==> config.mk <==
export PLATFORM = sky130hd
export DESIGN_NAME = mem_arbiter
export DESIGN_NICKNAME = d
export VERILOG_FILES = /design/src/rtl/mem_arbiter.sv
export SDC_FILE = /design/constraint.sdc
export NUM_CORES = 1
export LEC_CHECK = 0
export CAP_MARGIN = 15
export CORE_ASPECT_RATIO = 1.5
export CORE_UTILIZATION = 45
export CTS_CLUSTER_DIAMETER = 80
export DETAILED_ROUTE_END_ITERATION = 10
export MAX_ROUTING_LAYER = met4
export PLACE_DENSITY = 0.91
export SLEW_MARGIN = 40
export SYNTH_ARGS = -nofsm -noshare
export SYNTH_HDL_FRONTEND = slang
export SYNTH_SLANG_ARGS = --single-unit
==> constraint.sdc <==
create_clock -name CLK -period 4.12 [get_ports CLK]
set_input_delay 0.824 -clock CLK [delete_from_list [all_inputs] [get_ports CLK]]
set_output_delay 0.824 -clock CLK [all_outputs]
set_load 0.01 [all_outputs]
==> src/rtl/mem_arbiter.sv <==
// Single-port RAM arbiter for the MIPS core: serialises data (LW/SW) and
// instruction-fetch accesses, data first, with a sticky RAM timeout flag.
module mem_arbiter #(
  parameter int ADDR_W  = 32,
  parameter int DATA_W  = 32,
  parameter int TIMEOUT = 16
) (
  input  logic              CLK,
  input  logic              RST,
  input  logic              iREN,
  input  logic [ADDR_W-1:0] iaddr,
  output logic              ihit,
  output logic [DATA_W-1:0] iload,
  input  logic              dREN,
  input  logic              dWEN,
  input  logic [ADDR_W-1:0] daddr,
  input  logic [DATA_W-1:0] dstore,
  output logic              dhit,
  output logic [DATA_W-1:0] dload,
  output logic              ramREN,
  output logic              ramWEN,
  output logic [ADDR_W-1:0] ramaddr,
  output logic [DATA_W-1:0] ramstore,
  input  logic [DATA_W-1:0] ramload,
  input  logic              ram_ready,
  output logic              err,
  output logic [2:0]        dbg_state
);

  localparam logic [2:0] IDLE = 3'd0;
  localparam logic [2:0] DACC = 3'd1;
  localparam logic [2:0] IACC = 3'd2;
  localparam logic [2:0] DONE = 3'd3;
  localparam logic [2:0] ERR  = 3'd4;

  localparam logic [7:0] TIMEOUT_C = 8'(TIMEOUT);

  logic [2:0]        state_q, state_d;
  logic [ADDR_W-1:0] addr_q, addr_d;
  logic [DATA_W-1:0] store_q, store_d;
  logic              wr_q, wr_d;
  logic [7:0]        cnt_q, cnt_d;
  logic [DATA_W-1:0] iload_q, iload_d;
  logic [DATA_W-1:0] dload_q, dload_d;
  logic              ihit_q, ihit_d;
  logic              dhit_q, dhit_d;
  logic              err_q, err_d;

  always_comb begin
    state_d = state_q;
    addr_d  = addr_q;
    store_d = store_q;
    wr_d    = wr_q;
    cnt_d   = cnt_q;
    iload_d = iload_q;
    dload_d = dload_q;
    ihit_d  = 1'b0;
    dhit_d  = 1'b0;
    err_d   = err_q;

    case (state_q)
      IDLE: begin
        cnt_d = '0;
        // Data wins so the current instruction's LW/SW finishes before the next fetch.
        if (dREN || dWEN) begin
          addr_d  = daddr;
          store_d = dstore;
          wr_d    = dWEN;
          state_d = DACC;
        end else if (iREN) begin
          addr_d  = iaddr;
          store_d = '0;
          wr_d    = 1'b0;
          state_d = IACC;
        end
      end
      DACC, IACC: begin
        cnt_d = cnt_q + 8'd1;
        if (ram_ready) begin
          if (state_q == IACC) begin
            iload_d = ramload;
            ihit_d  = 1'b1;
          end else begin
            if (!wr_q) dload_d = ramload;
            dhit_d = 1'b1;
          end
          state_d = DONE;
        end else if (cnt_q + 8'd1 == TIMEOUT_C) begin
          err_d   = 1'b1;
          state_d = ERR;
        end
      end
      DONE: begin
        cnt_d   = '0;
        state_d = IDLE;
      end
      ERR: begin
        state_d = ERR;
      end
      default: begin
        state_d = IDLE;
      end
    endcase
  end

  always_ff @(posedge CLK) begin
    if (RST) begin
      state_q <= IDLE;
      addr_q  <= '0;
      store_q <= '0;
      wr_q    <= 1'b0;
      cnt_q   <= '0;
      iload_q <= '0;
      dload_q <= '0;
      ihit_q  <= 1'b0;
      dhit_q  <= 1'b0;
      err_q   <= 1'b0;
    end else begin
      state_q <= state_d;
      addr_q  <= addr_d;
      store_q <= store_d;
      wr_q    <= wr_d;
      cnt_q   <= cnt_d;
      iload_q <= iload_d;
      dload_q <= dload_d;
      ihit_q  <= ihit_d;
      dhit_q  <= dhit_d;
      err_q   <= err_d;
    end
  end

  // RAM side is driven purely from latched request state, never from live inputs.
  assign ramREN    = (state_q == IACC) || ((state_q == DACC) && !wr_q);
  assign ramWEN    = (state_q == DACC) && wr_q;
  assign ramaddr   = ((state_q == IACC) || (state_q == DACC)) ? addr_q : '0;
  assign ramstore  = ramWEN ? store_q : '0;

  assign ihit      = ihit_q;
  assign dhit      = dhit_q;
  assign iload     = iload_q;
  assign dload     = dload_q;
  assign err       = err_q;
  assign dbg_state = state_q;

endmodule

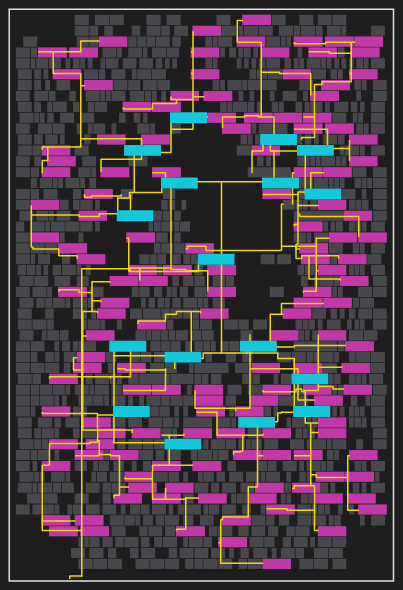
*Clock network drawn from the DEF*
(4 px per µm)
legend:
  cyan:
    item: cells driving clock nets
    count: 17
  magenta:
    item: flip-flops
    count: 143
  yellow:
    item: clock wires
    length: 1740 µm
flops lie: all over the die

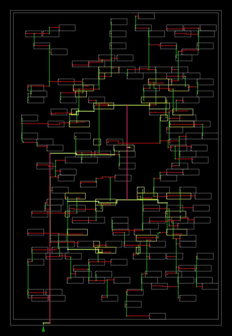
*Clock wiring as the flow saved it*
CTS buffer count: 17
Late-Pin Clk Latency: 0.41 ns
Flops: 143
Layout clock buffers: 19
clock network power: 1570 µW

==> flow_summary_export.csv <==
group,metric,value,unit
outcome,status,"complete, no violations",
die,dieArea,0.0136,mm²
detailed_routing,post_drt_wl_per_cell,15.6,µm
timing,timing.hold.ws,0.450,ns
yosys,most_common_cell,"nand2_1",
detailed_routing,drt-pass1-iter-count,5,
setup_path,critPathTopFamily,"buffers and inverters",
grt,met1_usage,30.4,%
setup_path,path_cells,"xnor2_1, nor2_2, buf_4, and2_1, clkdlybuf4s50_1",
yosys,mux_share,0.169,%
setup_path,crit_end,"ramaddr[16]",
setup_path,path_buffers,2,
power,fin_total_pwr,3770,µW
power,p_per_area,406,mW/mm²
grt,overflow,0,
yosys,ys_cells,747,
final_layout,finalNetCount,1114,
setup_path,r2r_slack,2.01,ns
yosys,synth.area.top_cells,"dfxtp_1, nand2_1, and2_1",
timing,rsz0062_at_grt,"no",
power,p_clk_share,41.6,%
grt,grtUsageMet3,5.88,%
final_layout,diodes,0,
placement,pre_cts_slack,1.21,ns
hold_path,min_path_cells,2,
setup_path,worst-setup-path-type,"flop to primary output",
timing,setup_tns,0,ns
timing,hold_viol_final,0,
final_layout,flop_area,0.00286,mm²
setup_path,worstSetupStartpoint,"dbg_state[1]",
yosys,yosys-stat-area,0.00593,mm²
final_layout,multi_input_comb_cells,534,
setup_path,cp.arrival,2.58,ns
power,maxPowerGroup,"clock",
timing,setup_slack,0.721,ns
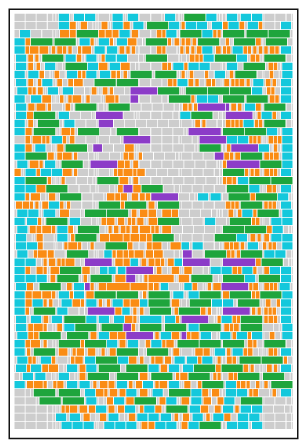
*Cell classes on the final placement*
(3 px per µm) Fill, decap, tap and diode cells in grey.
legend:
  orange:
    class: all other logic
    cells: 536
    share_of_their_area: 31%
  green:
    class: flip-flops
    cells: 143
    share_of_their_area: 32%
  purple:
    class: clock drivers and dummy loads
    cells: 31
    share_of_their_area: 6.6%
  cyan:
    class: other buffers and delay cells
    cells: 281
    share_of_their_area: 31%
Seq/total area: 30.8%
core area: 0.0129 mm²
std cell rows: 51
final core occ: 72.0%
design area: 0.00928 mm²

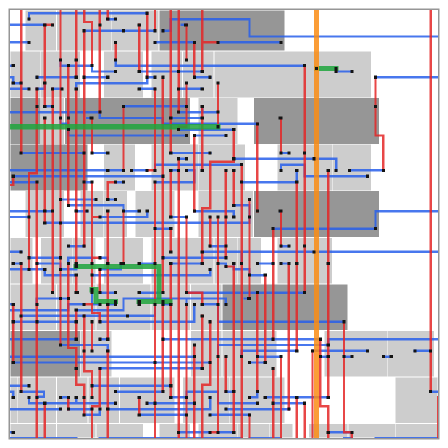
*A small window of the routed layout*
Window x 35 to 60, y 59 to 84 µm. Cells in grey, sequential cells in the stronger grey; small squares are vias.
legend:
  blue:
    layer: met1
  red:
    layer: met2
  green:
    layer: met3
  orange:
    layer: met4
most frequent: dfxtp_1 (7), a21oi_1 (6), nand2_1 (4)
netlist names of flops here include: cnt_q (4), dbg_state (2)
cells with their middle in the window: 53
sequential cells in the window: 7

No activity file was given, so power comes from the tool's default toggle rates.
